==> src/rtl/maddr_pkg.sv <==
// rtl/maddr_pkg.sv - shared types, defaults and field helper for maddr_gen
package maddr_pkg;

   typedef enum logic {
      IDLE = 1'b0,
      RUN  = 1'b1
   } state_t;

   localparam int AW_DEFAULT = 10;
   localparam int MW_DEFAULT = 4;

   // A field value of 0 encodes the full range 2^mw
   function automatic int unsigned eff_val(input int unsigned field, input int unsigned mw);
      return (field == 0) ? (32'd1 << mw) : field;
   endfunction

endpackage

==> src/rtl/maddr_step.sv <==
// rtl/maddr_step.sv - next matrix address: addr + stride, wrapping at 2^AW
module maddr_step
   import maddr_pkg::*;
#(
   parameter int AW = AW_DEFAULT,
   parameter int MW = MW_DEFAULT
) (
   input  logic [AW-1:0] addr,
   input  logic [MW:0]   stride,
   output logic [AW-1:0] next
);

   // Sum is truncated to AW bits so the address space wraps silently
   assign next = addr + AW'(stride);

endmodule

==> src/rtl/maddr_gen.sv <==
// rtl/maddr_gen.sv - matrix vector address generator; optional MADDR_COLWRAP_EN column advance
module maddr_gen
   import maddr_pkg::*;
#(
   parameter int AW = AW_DEFAULT,
   parameter int MW = MW_DEFAULT
) (
   input  logic          clk,
   input  logic          reset,
   input  logic          ld,
   input  logic [AW+1:0] din,
   input  logic          mode,
   input  logic [MW-1:0] mwidth,
   input  logic [MW-1:0] len,
   input  logic          en,
   output logic [AW-1:0] maddr,
   output logic          busy,
   output logic          last,
   output logic          done
);

   localparam logic [MW:0] CNT_ONE = (MW+1)'(1);

   state_t        state, state_nxt;
   logic [MW:0]   cnt;
   logic [MW:0]   stride_q;
   logic [MW:0]   len_q;
   logic [MW:0]   len_e;
   logic [MW:0]   stride_e;
   logic [AW-1:0] maddr_nxt;
   logic          is_last;
   logic          din_unused;

   // Byte-offset bits of the bus carry no address information
   assign din_unused = ^din[1:0];

   assign len_e    = (MW+1)'(eff_val(32'(len), MW));
   assign stride_e = mode ? (MW+1)'(eff_val(32'(mwidth), MW)) : CNT_ONE;
   assign is_last  = (cnt == len_q - CNT_ONE);

   maddr_step #(.AW(AW), .MW(MW)) u_step (
      .addr   (maddr),
      .stride (stride_q),
      .next   (maddr_nxt)
   );

`ifdef MADDR_COLWRAP_EN
   localparam logic [AW-1:0] ADDR_ONE = AW'(1);
   logic          mode_q;
   logic [AW-1:0] vbase;
   logic          restart_ok;

   // A restart from IDLE only makes sense once a configuration has been loaded
   assign restart_ok = (len_q != '0);
`endif

   // State register
   always_ff @(posedge clk or posedge reset) begin
      if (reset) state <= IDLE;
      else       state <= state_nxt;
   end

   // Next-state: load always starts a vector, final element returns to idle
   always_comb begin
      state_nxt = state;
      if (ld)
         state_nxt = RUN;
      else if (state == RUN && en && is_last)
         state_nxt = IDLE;
`ifdef MADDR_COLWRAP_EN
      else if (state == IDLE && en && restart_ok)
         state_nxt = RUN;
`endif
   end

   // Outputs decoded from registers so last has no latency
   always_comb begin
      busy = (state == RUN);
      last = (state == RUN) && is_last;
   end

   // Address, counter, latched configuration and done pulse
   always_ff @(posedge clk or posedge reset) begin
      if (reset) begin
         maddr    <= '0;
         cnt      <= '0;
         stride_q <= '0;
         len_q    <= '0;
         done     <= 1'b0;
`ifdef MADDR_COLWRAP_EN
         mode_q   <= 1'b0;
         vbase    <= '0;
`endif
      end else begin
         done <= 1'b0;
         if (ld) begin
            maddr    <= din[AW+1:2];
            cnt      <= '0;
            stride_q <= stride_e;
            len_q    <= len_e;
`ifdef MADDR_COLWRAP_EN
            mode_q   <= mode;
            vbase    <= din[AW+1:2];
`endif
         end else if (state == RUN && en) begin
            if (is_last) begin
               done <= 1'b1;
`ifdef MADDR_COLWRAP_EN
               if (mode_q) begin
                  maddr <= vbase + ADDR_ONE;
                  vbase <= vbase + ADDR_ONE;
               end
`endif
            end else begin
               maddr <= maddr_nxt;
               cnt   <= cnt + CNT_ONE;
            end
         end
`ifdef MADDR_COLWRAP_EN
         else if (state == IDLE && en && restart_ok) begin
            cnt <= '0;
         end
`endif
      end
   end

endmodule

==> config.mk <==
export PLATFORM = sky130hd
export DESIGN_NAME = maddr_gen
export DESIGN_NICKNAME = d
export VERILOG_FILES = /design/src/rtl/maddr_pkg.sv /design/src/rtl/maddr_step.sv /design/src/rtl/maddr_gen.sv
export SDC_FILE = /design/constraint.sdc
export NUM_CORES = 1
export LEC_CHECK = 0
export ABC_CLOCK_PERIOD_IN_PS = 2600
export CORE_ASPECT_RATIO = 1.4
export CORE_MARGIN = 2
export CORE_UTILIZATION = 29
export CTS_CLUSTER_SIZE = 24
export DETAILED_ROUTE_END_ITERATION = 7
export GPL_TIMING_DRIVEN = 0
export SYNTH_ARGS = -nofsm -noshare
export SYNTH_HDL_FRONTEND = slang
export SYNTH_SLANG_ARGS = --single-unit
==> constraint.sdc <==
create_clock -name clk -period 2.6 [get_ports clk]
set_clock_uncertainty 0.05 [all_clocks]
set_input_delay 0.26 -clock clk [delete_from_list [all_inputs] [get_ports clk]]
set_output_delay 0.26 -clock clk [all_outputs]
set_load 0.05 [all_outputs]
**Run 1: signal metal coverage by tile**

The die is cut into 13 by 18 equal tiles; white is low, dark blue is high, scaled to the fullest tile. Values are wire area over tile area, all layers added.
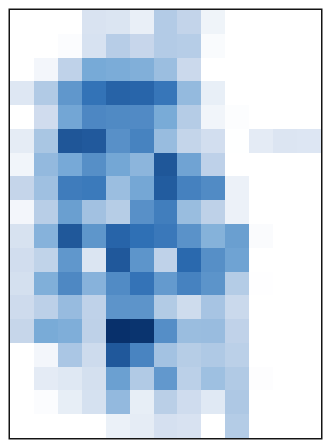
mean over tiles: 0.10
tiles over half the peak: 24%
nearly empty tiles: 32%

**Run 1: clock nets**

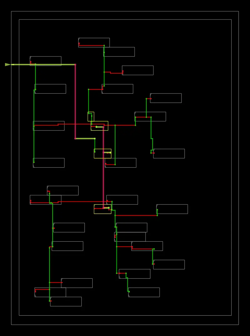
total clock buffers created by CTS: 3
Layout clock buffers: 3
flip-flops: 27
clock group total power: 0.246 mW

**Run 1: pin placement**

Scale bar: 20 µm. Pins as bars across the die edge, other pins in grey.
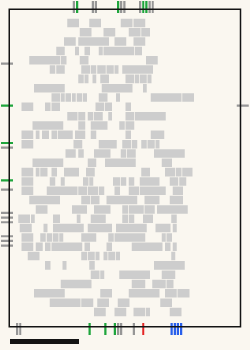
| port | colour | pins | direction | edge |
|---|---|---|---|---|
| `reset` | red | 1 | input | bottom |
| `maddr` | green | 10 | output | 4 top, 3 bottom, 3 left |
| `len` | blue | 4 | input | bottom |

==> run notes, run 1 <==
Item: results of the latest flow run.

- The register ranked first by flip-flop count is maddr.
- The power report attributes to the combinational group a share of 0.357.
- For the worst setup path, the data arrival time is around 2.2 ns.
- The detailed router reported a total wirelength of 4.08 mm.
- The start of the worst register-to-register path is cnt[2].
- The share of synthesized area in the top cell type comes to 0.420.
- The pin count of the biggest net entering global routing is 28.
- In the Yosys report the total cell count is 169.
- The routed length on met2 is 2.30 mm.
- The number of levels in the clock H-tree is 1.
- The count of buffers not belonging to the clock network in the layout is 44.
- The gate count of the mapped netlist is 169.
- Per the cell usage report, the commonest logic cell in the layout is sky130_fd_sc_hd__clkdlybuf4s50_1.
- The flow ran to the end, and the final reports show no timing, DRC or antenna violations.
- The destination of the worst hold path is stride_q[4].
- The number of multi-input logic gates is 126.
- For reference, the clock transition at the flip-flops on the worst setup and hold paths is about 0.10 ns.
- In this run the horizontal extent of the chip is 67.0 µm.
- The kind of cell adding the most delay to the critical path is AND-OR/OR-AND gates.
- The launch point of the critical path was reported as len_q[0].
- The max capacitance violation total is 0.
- The met3 track demand over resource is 0.0160.
- At the floorplan stage, the core utilization is reported as 0.296.
- The detailed router used layers up to and including met4.
- The AND-OR/OR-AND share of the synthesized area is 0.205.
- The share of final-layout standard cells stronger than drive strength 1 is 0.0909.
- In this run the tightest slew margin relative to its limit is 0.290.
- The cell-mix breakdown from Yosys lists the adder-cell area share as 0.0668.
- The switching part of the total is 0.361.
- The report puts the cell count of the worst reg-to-reg path at 6.
- The number of flip-flops under the largest register name is 10.
- The total negative slack is 0 ns.
- The clock period minus final worst setup slack is 2.49 ns.
- The flip-flop cell with the highest count after synthesis is sky130_fd_sc_hd__dfrtp_1.
- The maximum buffer depth of the clock tree is 2.
- After detailed routing, the number of remaining DRC violations is 0.
- In this run, synthesis inferred 0 flip-flops with an integrated enable.
- Row generation in the floorplan step produced 32 rows.
- The core occupancy in the finished layout is 0.386.
- Multi-input logic gates represent a cell area share of 0.410.
- The wire length of the first global-routing pass is 7.00 mm.
- Of all flip-flops after synthesis, the portion carrying an async set or reset was 1.00.
- The most critical setup path has its endpoint at last.
- After filler insertion, the fill cell instance count of the layout stands at 604.
- The chip occupies 6170 µm².
- Of all the cell area in the finished design, the clock network holds 0.0220.
- According to the Yosys statistics, the synthesized design has a chip area of about 1600 µm².
- Of the total power, the clock network draws 0.213.
- The global placer's final weighted congestion is roughly 0.75.
- The count of buffers inserted at the top-level ports is 35.
- Routing resource usage on met2 recorded by global route was 0.270.
- For this sky-water flow run, the detailed-routed wirelength per cell is reported as 14.7 µm.
- sky130_fd_sc_hd__dfrtp_1 takes more of the synthesized area than any other cell.
- The count of tool warnings is 28.
- The total of warnings raised by yosys is 0.
- The final setup slack of the worst path is 0.114 ns.
- Counting flops and latches in the post-synthesis netlist gives 27.
- The number of global-route vias before repair came to roughly 1,500.
- Per the synthesis report, the XOR/XNOR share of the synthesized area is 0.0381.
- The dominant kind of cell is logic gates.
- Counting every sink on the clock net gives 27.
- The floorplan die height is 92.2 µm.
- The clock reaches the later pin of the worst-skew pair after 0.28 ns.
- The start-to-end type of the worst setup path is reg2out.
- Per the final timing report, the hold violations number 0.
- The path class of the tightest hold or removal check is reg2reg.
- The number of stages on the worst setup path is 8.
- The number of buffers and inverters on the critical path is 3.
- The multi-input combinational cells in the finished layout cover a total of 863 µm².
- The most instantiated library cell after synthesis is sky130_fd_sc_hd__dfrtp_1.
- Pin placement for this block handled 38 I/O pins.
- The number of instances in the placed design is roughly 270.
- Per Yosys stat, the portion of area used by sequential elements is 0.420.
- Ranked by total cell area, the synthesized netlist is headed by sky130_fd_sc_hd__dfrtp_1, sky130_fd_sc_hd__ha_1, sky130_fd_sc_hd__nand3_1.
- The antenna violation net count after detailed routing is 0.
- The power drawn by the sequential cells is 0.496 mW.
- The kind of start point of the critical path is a register.
- The switching component of the power was reported as 0.416 mW.
- Looking at the critical path, the highest net fanout was 19.
- The number of nets in the synthesized netlist is slightly above 200.
- The area growth from synthesis to layout is 30.6%.
- The stage delay of the slowest cell on the critical path is 0.40 ns.
- The detailed-route wire length on metal 1 is between 1.5 and 2 mm.
- Along the worst hold path, the cell count comes to 1.
- The fraction of cell area in non-clock buffers is 0.192.
- In this run, distinct cell masters in the synthesized netlist total around 42.
- The final design instance area without fill is 2100 µm².
**Run 1: selected gate families**

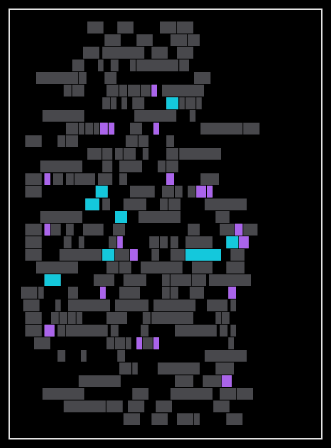

==> run 2: changes to the inputs <==
--- a/config.mk
+++ b/config.mk
@@ -12,6 +12,8 @@
 export CTS_CLUSTER_SIZE = 24
 export DETAILED_ROUTE_END_ITERATION = 7
 export GPL_TIMING_DRIVEN = 0
+export MAX_ROUTING_LAYER = met4
+export SLEW_MARGIN = 20
 export SYNTH_ARGS = -nofsm -noshare
 export SYNTH_HDL_FRONTEND = slang
 export SYNTH_SLANG_ARGS = --single-unit
**Run 2: selected gate families**

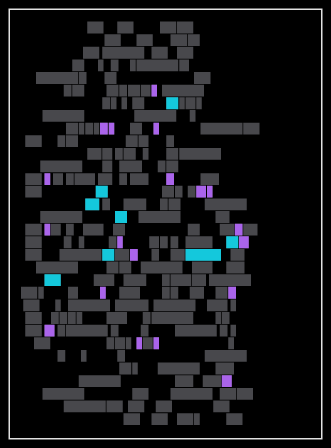
| family | colour | cells | most used |
|---|---|---|---|
| non-inverting ao/oa cells | cyan | 8 | a21o_1 |
| nor cells | purple | 19 | nor2_1 |
combinational share of cell area: 0.410
most frequent logic cell in the layout: sky130_fd_sc_hd__clkdlybuf4s50_1

==> run 2 against run 1 <==
Against the previous run: sequential power about the same; power barely moved; critical endpoint unchanged; synthesized cell count stayed put; critical path depth is the same; critical path type unchanged; combinational power barely moved; wire length fell by 0.37%.
==> run notes, run 2 <==
Item: results of the latest flow run.

- The run finished with clean final reports.
- The number of instances in the placed design is 272 (unchanged).
- The met2 routing resource usage after global routing is 0.268 (-0.00167).
- The clock group power came to 0.246 mW (about the same).
- The path type of the worst min-delay path is in2async.
- The max capacitance violation total is 0 (unchanged).
- The DRC violation count after routing is 0 (unchanged).
- The layout-stage area growth over the synthesis result is 30.8%.
- The final setup slack of the worst path is 0.162 ns (+0.0480 ns).
- The register ranked first by flip-flop count is maddr.
- Looking at the setup timing report, the critical path kind is reg2out.
- For this run the aggregate overflow at the end of global routing stands at 0.
- The portion of the post-synthesis area used by sequential elements was 0.420 (unchanged).
- The AND-OR/OR-AND share of the synthesized area was 0.205 (unchanged).
- The most instantiated library cell after synthesis is sky130_fd_sc_hd__dfrtp_1.
- The total negative slack is 0 ns (unchanged).
- The final number of hold-violating endpoints was 0 (unchanged).
- The count of tool warnings is 28 (unchanged).
- The met3 track demand over resource is 0.0160 (unchanged).
- The count of buffers not belonging to the clock network in the layout is 45 (+2.3%).
- The sink count of the clock tree is 27 (unchanged).
- The highest layer used for signal routing is met4.
- The largest total area in the synthesized netlist belongs to sky130_fd_sc_hd__dfrtp_1.
- The total of warnings raised by yosys was 0 (unchanged).
- Per the synth stats, the flop cell with the highest instance count is sky130_fd_sc_hd__dfrtp_1.
- The switching part of the total is 0.360 (-0.000505).
- The number of global-route vias before repair was 1,462 (+0.76%).
- The clock period minus final worst setup slack is 2.44 ns (-0.0480 ns).
- The average detailed-routed wire length per instance is 14.6 µm (-0.73%).
- The number of flip-flops under the largest register name is 10 (unchanged).
- The count of clock buffers in the final design came to 3 (unchanged).
- The count of buffers inserted at the top-level ports is 35 (unchanged).
- The share of final-layout standard cells stronger than drive strength 1 is 0.100 (+0.00909).
- The fraction of cell area in non-clock buffers is 0.193 (+0.00144).
- The gate count of the mapped netlist was 169 (unchanged).
- The commonest cells after synthesis are sky130_fd_sc_hd__dfrtp_1, sky130_fd_sc_hd__nand3_1, sky130_fd_sc_hd__nand2_1, sky130_fd_sc_hd__nor2_1, sky130_fd_sc_hd__o21ai_0.
- The power share of the combinational group is 0.358 (about the same).
- The stage delay of the slowest cell on the critical path is 0.36 ns (-0.04 ns).
- The net count after synthesis is 202 (unchanged).
- The routed length on met2 came to 2.31 mm (+0.39%).
- The start of the worst register-to-register path is cnt[2].
- The pin count of the biggest net entering global routing is 28 (unchanged).
- The kind of cell adding the most delay to the critical path is AND-OR/OR-AND gates.
- The path depth of the worst reg2reg path is 6 (unchanged).
- The total die area was 6170 µm² (unchanged).
- STA classifies the critical path startpoint as a register.
- The fill cell total of the finished layout is 601 (-0.50%).
- The adder and majority gate portion of the synthesized area is 0.0668 (unchanged).
- The final design instance area without fill came to 2110 µm² (+0.18%).
- The post-synthesis cell count from yosys is 169 (unchanged).
- The number of enable flip-flop cells is 0 (unchanged).
- The chip width is 67.0 µm (unchanged).
- Timing would allow up to 410 MHz.
- The global placer's final weighted congestion is 0.764 (+1.3%).
- The number of multi-input logic gates is 126 (unchanged).
- The fraction of registers with async set/reset is 1.00 (unchanged).
- The number of stages on the worst setup path is 8 (unchanged).
- The critical-path maximum fanout was 19 (unchanged).
- The clock-pin slew on the worst setup and hold paths is 0.10 ns (about the same).
- The launching instance or port of the critical path is len_q[0].
- By area, the class that comes first in the final layout consists of logic gates.
- The maximum buffer depth of the clock tree came to 2 (unchanged).
- The antenna violation net count after detailed routing was 0 (unchanged).
- The floorplan die height is 92.2 µm (unchanged).
- The worst relative slew slack is 0.580 (+0.290).
- The post-synthesis share of cell area spent on xor and xnor gates is 0.0381 (unchanged).
- The reported net switching power is 0.416 mW (-0.12%).
- The fraction of synthesized cell area taken by the top area cell type is 0.420 (unchanged).
- The main area contributors are sky130_fd_sc_hd__dfrtp_1, sky130_fd_sc_hd__ha_1, sky130_fd_sc_hd__nand3_1.
- The worst endpoint data arrival time was 2.13 ns (-0.05 ns).
- The core utilization at floorplan was 0.296 (unchanged).
- The clock distribution area overhead in the final layout is 0.0220 (-0.0000392).
- The core occupancy in the finished layout is 0.387 (+0.000690).
- The wire length reported by the detailed router is 4.06 mm (-0.37%).
- For reference, the critical path is captured by last.
- The number of sequential storage elements is 27 (unchanged).
- The site row count was 32 (unchanged).
- The number of levels in the clock H-tree is 1 (unchanged).
- The number of clock buffers inserted by TritonCTS was 3 (unchanged).
- The buffer and inverter count on the worst path came to 3 (unchanged).
- The footprint of the multi-input gates came to 863 µm² (unchanged).
- The number of register bits inferred by synthesis is 27 (unchanged).
- The detailed-route wire length on metal 1 was 1.63 mm (about the same).
- The most congested layer reported by global routing is met2.
No activity file was given, so power comes from the tool's default toggle rates.
